Fig. 1: signal wires by layer
Scale bar: 50 µm.
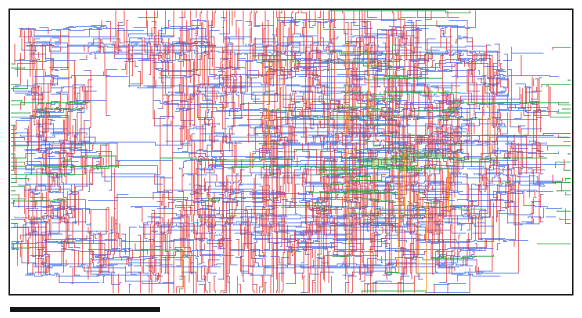
Fig. 2: placed standard cells
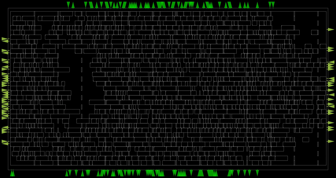
Fig. 3: cells colored by class
Scale bar: 50 µm. Fill, decap, tap and diode cells in gray.
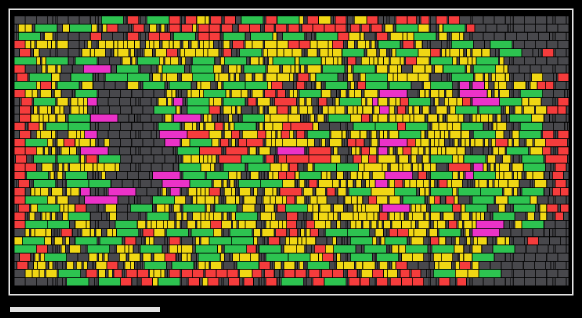
Fig. 4: signal wires on met4
Scale bar: 50 µm.
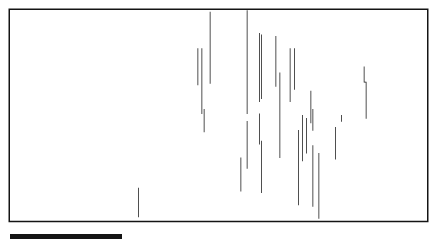
===== config.mk =====
export PLATFORM = sky130hd
export DESIGN_NAME = if_stage
export DESIGN_NICKNAME = d
export VERILOG_FILES = /design/src/rtl/if_stage.sv
export SDC_FILE = /design/constraint.sdc
export NUM_CORES = 1
export LEC_CHECK = 0
export ABC_CLOCK_PERIOD_IN_PS = 2200
export CAP_MARGIN = 20
export CORE_ASPECT_RATIO = 0.5
export CORE_UTILIZATION = 53
export CTS_CLUSTER_DIAMETER = 120
export DETAILED_ROUTE_END_ITERATION = 16
export HOLD_SLACK_MARGIN = 0.06
export PLACE_DENSITY = 0.87
export REMOVE_ABC_BUFFERS = 1
export SLEW_MARGIN = 20
export SYNTH_ARGS = -nofsm -noshare
export SYNTH_HDL_FRONTEND = slang
export SYNTH_SLANG_ARGS = --single-unit

===== constraint.sdc =====
create_clock -name clk -period 2.2 [get_ports clk]
set_input_delay 0.22 -clock clk [delete_from_list [all_inputs] [get_ports clk]]
set_output_delay 0.22 -clock clk [all_outputs]
set_load 0.03 [all_outputs]

===== src/rtl/if_stage.sv =====
// Instruction fetch stage: one outstanding imem request, one-word skid buffer, redirect/kill handling.
// Latency: with an ack in the cycle the address is presented, one instruction reaches ID per cycle.
// Backpressure: if_en=0 parks an acked word in the skid buffer and drops imem_req until ID takes it.
module if_stage #(
  parameter logic [31:0] RESET_PC = 32'h0000_0000
) (
  input  logic        clk,
  input  logic        rst_n,
  input  logic        if_rst,
  input  logic        if_en,
  input  logic        redirect_valid,
  input  logic [31:0] redirect_pc,
  output logic        imem_req,
  output logic [31:0] imem_addr,
  input  logic        imem_ack,
  input  logic [31:0] imem_rdata,
  output logic [31:0] inst_data,
  output logic [31:0] inst_pc,
  output logic        if_valid
);

  typedef enum logic [1:0] {FETCH, HOLD, KILL} state_t;

  localparam logic [31:0] RESET_PC_AL = RESET_PC & ~32'h3;

  state_t      state, state_nx;
  logic [31:0] pc, pc_nx;
  logic [31:0] kill_addr, kill_addr_nx;   // address of the request being discarded
  logic [31:0] buf_data, buf_data_nx;
  logic [31:0] buf_pc, buf_pc_nx;
  logic [31:0] data_nx, ipc_nx;
  logic        valid_nx;
  logic        ack, pending, deliver;

  // In KILL the memory still sees the abandoned address; pc already holds the new target.
  assign imem_req  = (state != HOLD);
  assign imem_addr = (state == KILL) ? kill_addr : pc;
  assign ack       = imem_req & imem_ack;
  assign pending   = imem_req & ~imem_ack;

  // Next-state and output-register logic, priority if_rst > redirect > normal flow.
  always_comb begin
    state_nx     = state;
    pc_nx        = pc;
    kill_addr_nx = kill_addr;
    buf_data_nx  = buf_data;
    buf_pc_nx    = buf_pc;
    data_nx      = inst_data;
    ipc_nx       = inst_pc;
    valid_nx     = if_valid;
    deliver      = 1'b0;

    if (if_rst || redirect_valid) begin
      pc_nx = if_rst ? RESET_PC_AL : (redirect_pc & ~32'h3);
      // An unacked request must still be drained; remember its address.
      if (pending) begin
        state_nx     = KILL;
        kill_addr_nx = imem_addr;
      end else begin
        state_nx = FETCH;
      end
      if (if_rst) begin
        data_nx  = 32'h0;
        ipc_nx   = 32'h0;
        valid_nx = 1'b0;
      end else if (if_en) begin
        data_nx  = 32'h0;
        valid_nx = 1'b0;
      end
    end else begin
      case (state)
        FETCH: begin
          if (ack) begin
            pc_nx = pc + 32'd4;
            if (if_en) begin
              data_nx  = imem_rdata;
              ipc_nx   = pc;
              valid_nx = 1'b1;
              deliver  = 1'b1;
            end else begin
              buf_data_nx = imem_rdata;
              buf_pc_nx   = pc;
              state_nx    = HOLD;
            end
          end
        end
        HOLD: begin
          if (if_en) begin
            data_nx  = buf_data;
            ipc_nx   = buf_pc;
            valid_nx = 1'b1;
            deliver  = 1'b1;
            state_nx = FETCH;
          end
        end
        KILL: begin
          if (ack) state_nx = FETCH;
        end
        default: state_nx = FETCH;
      endcase
      // ID advanced but nothing new arrived: hand it a NOP bubble.
      if (if_en && !deliver) begin
        data_nx  = 32'h0;
        valid_nx = 1'b0;
      end
    end
  end

  // State and datapath registers with synchronous active-low reset.
  always_ff @(posedge clk) begin
    if (!rst_n) begin
      state     <= FETCH;
      pc        <= RESET_PC_AL;
      kill_addr <= RESET_PC_AL;
      buf_data  <= 32'h0;
      buf_pc    <= 32'h0;
      inst_data <= 32'h0;
      inst_pc   <= 32'h0;
      if_valid  <= 1'b0;
    end else begin
      state     <= state_nx;
      pc        <= pc_nx;
      kill_addr <= kill_addr_nx;
      buf_data  <= buf_data_nx;
      buf_pc    <= buf_pc_nx;
      inst_data <= data_nx;
      inst_pc   <= ipc_nx;
      if_valid  <= valid_nx;
    end
  end

endmodule

==> results.py <==
# Synthesis and PnR figures
metrics = {
    "outcome": {
        "status": "complete, no violations",
    },
    "finish": {
        "area_delta_synth_final_pct": 30.2,
        "buffer_area_share_pct": 18.9,
        "logic_gate_count": 794,
        "drive_above_1_share_pct": 12.9,
        "clock_cell_area_share_pct": 4.96,
        "mostFrequentLayoutCell": "nand2_1",
        "final_cell_mix": "nand2_1, dfxtp_1, clkdlybuf4s50_1, a21boi_0, mux2i_1",
        "fin_util_pct": 71.2,
        "clock_buffers": 18,
        "final_nets": 1307,
        "largestClassByArea": "multi-input combinational cells",
        "seq_area_share_pct": 32.2,
        "n_antenna_cell": 0,
        "design_area_mm2": 0.0118,
        "sh_comb_area_pct": 41.3,
        "seq_area_mm2": 0.00380,
        "instances_no_fill": 1476,
    },
    "floorplanning": {
        "io-pin-count": 168,
        "die_w_um": 187,
        "die-area_mm2": 0.0176,
        "fp_util_pct": 54.7,
    },
    "pwr": {
        "clkPwrFrac_pct": 41.9,
        "power_density_mw_per_mm2": 628,
        "internal_power_uw": 5480,
        "pwr-share-seq_pct": 47.4,
        "swShare_pct": 25.9,
        "comb_power_uw": 791,
        "power.switching_uw": 1920,
        "pg_seq_uw": 3510,
        "max-vdd-ir-drop_mv": 0.576,
        "p_comb_share_pct": 10.7,
    },
    "place": {
        "pre_cts_ws_ns": 0.0282,
        "place_area_mm2": 0.0112,
        "finalWeightedCongestion": 0.940,
        "dpl.hpwl_um": 17200,
        "dp_cells": 1444,
    },
    "logic_synthesis": {
        "ys_top_logic_family": "simple AND/OR/NAND/NOR gates",
        "ys_sh_aoi_pct": 17.7,
        "top_cells_by_count": "nand2_1, dfxtp_1, a21boi_0",
        "synthFlopType": "dfxtp_1",
        "yosys_cells": 1079,
        "netlist.area_leader.share_pct": 42.0,
        "yosys_warnings": 0,
        "edf_count": 0,
        "synth_cell_types": 63,
        "syn_area_mm2": 0.00906,
        "synth.largest_area_cell": "dfxtp_1",
        "yosys.stat.chipArea_mm2": 0.00906,
        "simple_gate_share_pct": 23.6,
        "ys_sh_mux_pct": 11.1,
        "yosysSeqAreaShare_pct": 42.0,
        "synthTopCellsByArea": "dfxtp_1, nand2_1, mux2i_1, a21boi_0, mux2_2",
        "synth_adder_area_share_pct": 0.138,
        "synth.avg_cell_area_um2": 8.39,
        "xor_share_pct": 0.774,
    },
    "global_route": {
        "antenna_found_initial": 0,
        "grt_max_degree": 62,
        "grt_pass1_wl_um": 40400,
        "grtUsageMet1_pct": 34.4,
        "grt_overflow": 0,
        "track_usage_pct": 28.5,
        "met3_usage_pct": 6.09,
        "grtUsageMet2_pct": 50.5,
        "busiest_layer": "met2",
        "grt_pass1_vias": 8162,
    },
    "final_timing": {
        "finalClockPeriodUsage_pct": 97.6,
        "fmax_mhz": 466,
        "tightest_slew_ns": 0.619,
        "fin_skew_ns": 0.0135,
        "slew_viol_final": 0,
        "slew_headroom_pct": 58.4,
        "rsz0062_at_grt": "yes",
        "finalSetupTns_ns": 0,
        "timing_hold_violations_final": 0,
        "worst_hold_slack_ns": 0.175,
    },
    "worst_setup_path": {
        "startpoint_type": "register",
        "cp_cell_sequence": "nor2b_4, buf_8, mux2_2, dlygate4sd2_1",
        "cp_slowest_cell": "dfxtp_1",
        "worstSetupEndpointType": "output pin",
        "crit_start": "state[0]$_SDFFE_PN0P_",
        "crit_buf_inv": 2,
        "max_stage_delay_ns": 0.40,
        "crit-reg2reg-launch": "pc[10]$_SDFFE_PN0P_",
        "cp-endpoint": "imem_addr[3]",
        "crit_type": "reg2out",
        "cp.required_ns": 1.98,
        "critPathMaxFanout": 15,
        "timing.rr.end": "pc[17]$_SDFFE_PN0P_",
        "worstPathArrival_ns": 1.93,
        "ff2ff_path_depth": 5,
        "reg2reg_setup_slack_ns": 0.26,
    },
    "worst_hold_path": {
        "worstHoldPathCells": 2,
        "worstHoldStart": "rst_n",
        "worstHoldEndpoint": "inst_pc[23]$_SDFFE_PN0P_",
    },
    "drt": {
        "wl_met1_um": 10800,
        "firstDrtPassIters": 6,
        "final_antenna_net_count": 0,
        "drc_errors": 0,
        "viasPerCell": 5.75,
        "wire_per_inst_um": 17.2,
        "routed_wl_um": 25400,
        "drt_iter0_drc": 624,
        "wl_met3_um": 1820,
        "wl_met2_um": 12200,
    },
    "cts": {
        "cts-hold-fix-buffers": 0,
        "clockRootBuffer": "clkbuf_16",
        "clkTransAtPathRegs_ns": 0.08,
        "tritoncts": "yes",
        "cts_resized": 21,
        "cts.sinks": 190,
        "clockBufferDepth": 2,
        "cts_setup_buffers": 0,
        "clkLatencyLatePin_ns": 0.43,
        "cts_buffers": 17,
    },
    "run": {
        "drv_cap": 0,
    },
}
## Picture notes: Fig. 1
layer	color	wire length
met4	orange	572 µm
met3	green	1820 µm
met1	blue	10800 µm
met2	red	12200 µm

## Picture notes: Fig. 2
area of the core: 0.0166 mm²
flip-flops: 190
Tap Cells: 227
FILL cells: 1240
Row Count: 33

## Picture notes: Fig. 3
class	color	cells	share of their area
other buffers and delay cells	red	227	19%
flip-flops	green	190	33%
all other logic	yellow	800	42%
clock drivers and dummy loads	magenta	32	5.1%

## Picture notes: Fig. 4
nets with wire on the layer	25
longest straight run	46.2 µm
main direction	vertical
share of all routed wire	2.3%

Power figures rest on the tool's default switching activity, not on a simulated workload.
